`src/rtl/byte_unpacker.sv`:
```
// Byte unpacker: takes longwords of 1..4 valid bytes from the DMA FIFO side and
// hands them out one byte per cycle to the SCSI-side port, in a configurable byte order.
module byte_unpacker #(
   parameter bit BIG_ENDIAN = 1'b1
) (
   input  logic        CLK,
   input  logic        nRESET,
   input  logic [31:0] LW_IN,
   input  logic [1:0]  LW_NB,
   input  logic        LW_VALID,
   output logic        LW_READY,
   output logic [7:0]  BO,
   output logic        BO_VALID,
   input  logic        BO_READY,
   output logic        BO_LAST,
   input  logic        ABORT,
   output logic        BUSY
);

   typedef enum logic {
      EMPTY   = 1'b0,
      SENDING = 1'b1
   } state_t;

   state_t      state;
   logic [31:0] hold;
   logic [1:0]  idx;
   logic [1:0]  nb;

   logic        valid;
   logic        last;
   logic        accept;
   logic        transfer;
   logic [1:0]  byte_sel;

   assign valid    = (state == SENDING);
   assign last     = valid && (idx == nb);

   // Ready while empty, or while the final byte leaves, so longwords chain without a gap.
   assign LW_READY = (!valid || (BO_READY && last)) && !ABORT;
   assign accept   = LW_VALID && LW_READY;
   assign transfer = valid && BO_READY;

   // Output position idx maps to a physical byte lane according to the byte order.
   assign byte_sel = BIG_ENDIAN ? (2'd3 - idx) : idx;
   assign BO       = hold[{byte_sel, 3'b000} +: 8];
   assign BO_VALID = valid;
   assign BO_LAST  = last;
   assign BUSY     = valid;

   // NOTE: non-blocking assignments keep every register update based on pre-edge values.
   always_ff @(posedge CLK or negedge nRESET) begin
      if (!nRESET) begin
         // NOTE: hold is cleared too so BO reads 0x00 straight out of reset.
         state <= EMPTY;
         hold  <= '0;
         idx   <= '0;
         nb    <= '0;
      end else if (ABORT) begin
         state <= EMPTY;
         idx   <= '0;
      end else if (accept) begin
         state <= SENDING;
         hold  <= LW_IN;
         nb    <= LW_NB;
         idx   <= '0;
      end else if (transfer) begin
         if (last) begin
            state <= EMPTY;
            idx   <= '0;
         end else begin
            idx <= idx + 2'd1;
         end
      end
   end

endmodule

```
`config.mk`:
```
export PLATFORM = sky130hd
export DESIGN_NAME = byte_unpacker
export DESIGN_NICKNAME = d
export VERILOG_FILES = /design/src/rtl/byte_unpacker.sv
export SDC_FILE = /design/constraint.sdc
export NUM_CORES = 1
export LEC_CHECK = 0
export CORE_MARGIN = 1.5
export CORE_UTILIZATION = 46
export CTS_CLUSTER_SIZE = 16
export DETAILED_ROUTE_END_ITERATION = 6
export PLACE_DENSITY = 0.74
export SYNTH_ARGS = -nofsm -noshare
export SYNTH_HDL_FRONTEND = slang
export SYNTH_SLANG_ARGS = --single-unit
export TNS_END_PERCENT = 100
```
`constraint.sdc`:
```
create_clock -name CLK -period 2.26 [get_ports CLK]
set_clock_uncertainty 0.05 [all_clocks]
set_input_delay 0.452 -clock CLK [delete_from_list [all_inputs] [get_ports CLK]]
set_output_delay 0.452 -clock CLK [all_outputs]
set_load 0.01 [all_outputs]
```
==> results.py <==
# Physical implementation metrics
metrics = {
    "timing": {
        "tightestPinTransition_ns": 0.817,
        "finalSetupViolCount": 0,
        "slew_viol_final": 0,
        "post-route-min-period_ns": 2.22,
        "hold_viol": 0,
        "max_freq_ghz": 0.451,
        "finalCritPeriodShare_pct": 98.1,
    },
    "status": {
        "violations": "design-rule violations",
        "status": "finished with violations",
    },
    "yosys": {
        "synth-xor-area-share_pct": 0.811,
        "syn_inst": 190,
        "synth-edff-count": 0,
        "syn_area_per_cell_sq_um": 11.4,
        "ys_seq_share_pct": 42.8,
        "ys_sh_aoi_pct": 27.2,
        "mux_share_pct": 8.51,
        "top_area_cell": "dfrtp_1",
    },
    "pwr": {
        "total_power_mw": 2.11,
    },
    "critical_path": {
        "reg2reg_slack_ns": 0.37,
        "crit_required_ns": 1.76,
        "reg2reg_depth": 5,
    },
    "grt": {
        "grt_max_degree": 38,
        "grt_pass1_vias": 1592,
    },
    "flow_run": {
        "tool_warnings": 26,
        "cap_viol_max_count": 0,
    },
    "clock_network": {
        "cts_root_buf": "clkbuf_8",
    },
    "drt": {
        "avgViaCountPerCell": 5.31,
        "drc": 4,
        "met3WireLength_microns": 267,
    },
    "placement": {
        "portBuffers": 50,
    },
}
[worst max path at each step]
stage | endpoint | cells past startpoint | startpoint | slack (ns)
floorplan | LW_READY | 5 | idx[0] | 0.42
global placement | LW_READY | 5 | ABORT | -0.21
detailed placement | LW_READY | 5 | ABORT | -0.22
CTS | LW_READY | 5 | ABORT | 0.01
global route | LW_READY | 5 | idx[0] | 0.005
finish | LW_READY | 5 | ABORT | 0.04
[worst max-delay path, stage by stage]
cell and delay, ns:
clkdlybuf4s50_1 0.41, nand2b_1 0.17, o32a_2 0.40, inv_1 0.06, clkdlybuf4s15_1 0.22
[timing repair]
action,CTS,global route
setup endpoints to repair,10,1
pin swaps,1,0
gates resized,11,1
buffers inserted,1,0
[synth_stat cells (2+ instances only)]
master and n:
a21oi_1 4, buf_1 2, buf_2 5, buf_6 4, clkbuf_1 6, dfrtp_1 37, inv_1 39, mux4_2 7
nand2_1 35, o32ai_1 5, o32ai_2 29, xor2_1 2
[state kept, by name, summed over array words and instances (netlist names)]
signal    count
idx           2
nb            2
hold         32
BO_VALID      1
[layout make-up]
cell class	count	area (sq um)
fillers	359	1580
multi-input cells	95	986
flip-flops and latches	37	926
repair buffers	64	614
inverters	40	150
clock buffers	6	82.6
well taps	52	65.1
clock inverters	2	37.5
[kinds of logic (layout without fill, tap and decap cells)]
logic type                count (synthesis)  count (layout)
DFF                                      37              37
AOI/OAI and AO/OA                        44              44
muxes                                     8               8
and+or+nand+nor                          41              41
xor gates and xnor gates                  2               2
buffers and inverters                    58             112
[metal layers]
layer | track usage (%) | vias up
met1 | 28.3 | 741
li1 | - | 771
met3 | 2.95 | 2
met5 | 0 | -
met2 | 29.8 | 58
met4 | 6.92 | 0
[power breakdown]
group | leakage (nW) | switching [mW] | internal (mW) | total [mW]
Sequential | 0.463 | 0.0850 | 0.804 | 0.889
Combinational | 0.808 | 0.293 | 0.330 | 0.622
Clock | 0.0574 | 0.238 | 0.359 | 0.597
Total | 1.33 | 0.616 | 1.49 | 2.11
[cell usage in the layout, fill, tap and decap left out, types with 2 or more instances in the layout]
| master | synthesis | layout |
|---|---|---|
| o32ai_2 | 29 | 29 |
| dfrtp_1 | 37 | 37 |
| inv_1 | 39 | 39 |
| mux4_2 | 7 | 7 |
| clkbuf_8 | 0 | 6 |
| a21oi_1 | 4 | 4 |
| buf_12 | 0 | 2 |
| clkdlybuf4s50_1 | 0 | 39 |
| buf_4 | 1 | 12 |
| dlygate4sd2_1 | 0 | 9 |
| o32ai_1 | 5 | 5 |
| nand2_1 | 35 | 35 |
[metrics by stage]
step                cell area (sq um)  hold WS (ns)  setup WS (ns)  TNS [ns]  cells
floorplan                        2160         0.106          0.420         0    190
global placement                 2740         0.452         -0.208    -0.208    287
detailed placement               2740         0.462         -0.215    -0.215    287
CTS                              2860         0.240         0.0106         0    296
global route                     2860         0.275        0.00505         0    296
finish                           2860         0.205         0.0435         0    296
Wiring by layer:
Drawn at 4 px/micron.
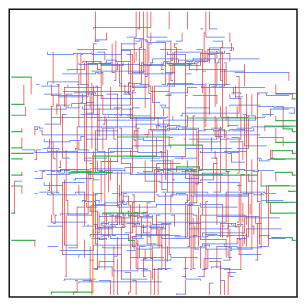
[blue] M1 | wire length: 2150 microns
[orange] M4 | wire length: 34.0 microns
[red] M2 | wire length: 2180 microns
[green] M3 | wire length: 267 microns
vias after detailed routing: 1572
routed length per placed instance: 15.6 microns

Congestion heat map:
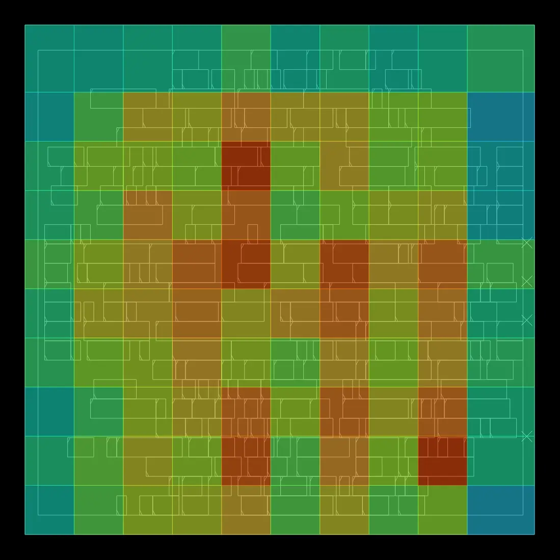
gr usage total: 19.4%
gr busiest metal: met2

Sequential cells coloured by netlist name:
Drawn at 4 px/micron. Other sequential cells in the stronger grey, the rest of the logic in the fainter grey.
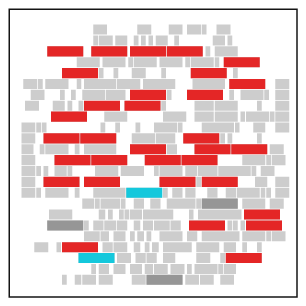
[cyan] `idx` | placed flops: 2
[red] `hold` | placed flops: 32 | where: all over the die
fin util: 64.4%
Seq/total area: 32.4%
Register Area: 926 sq um
Flop+latch power: 889 uW

Routed clock nets over the placement:
Drawn at 4 px/micron.
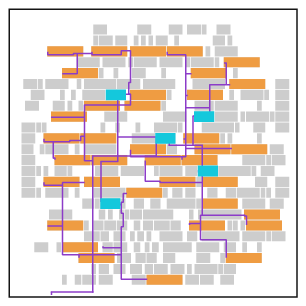
[purple] clock wires | length: 476 microns
[cyan] clock-net drivers | count: 5
[orange] flip-flops | count: 37
flops lie: all over the die
Clk pwr share: 28.3%
Clock Latency Late Sink: 0.28 ns
Clk. pwr: 597 uW

Metal 3:
Drawn at 4 px/micron.
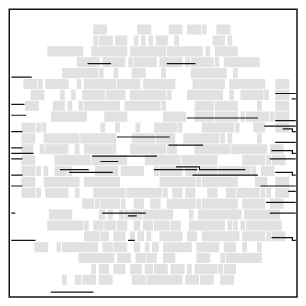
longest straight run: 17.5 microns
main direction: horizontal

No activity file was given, so power comes from the tool's default toggle rates.
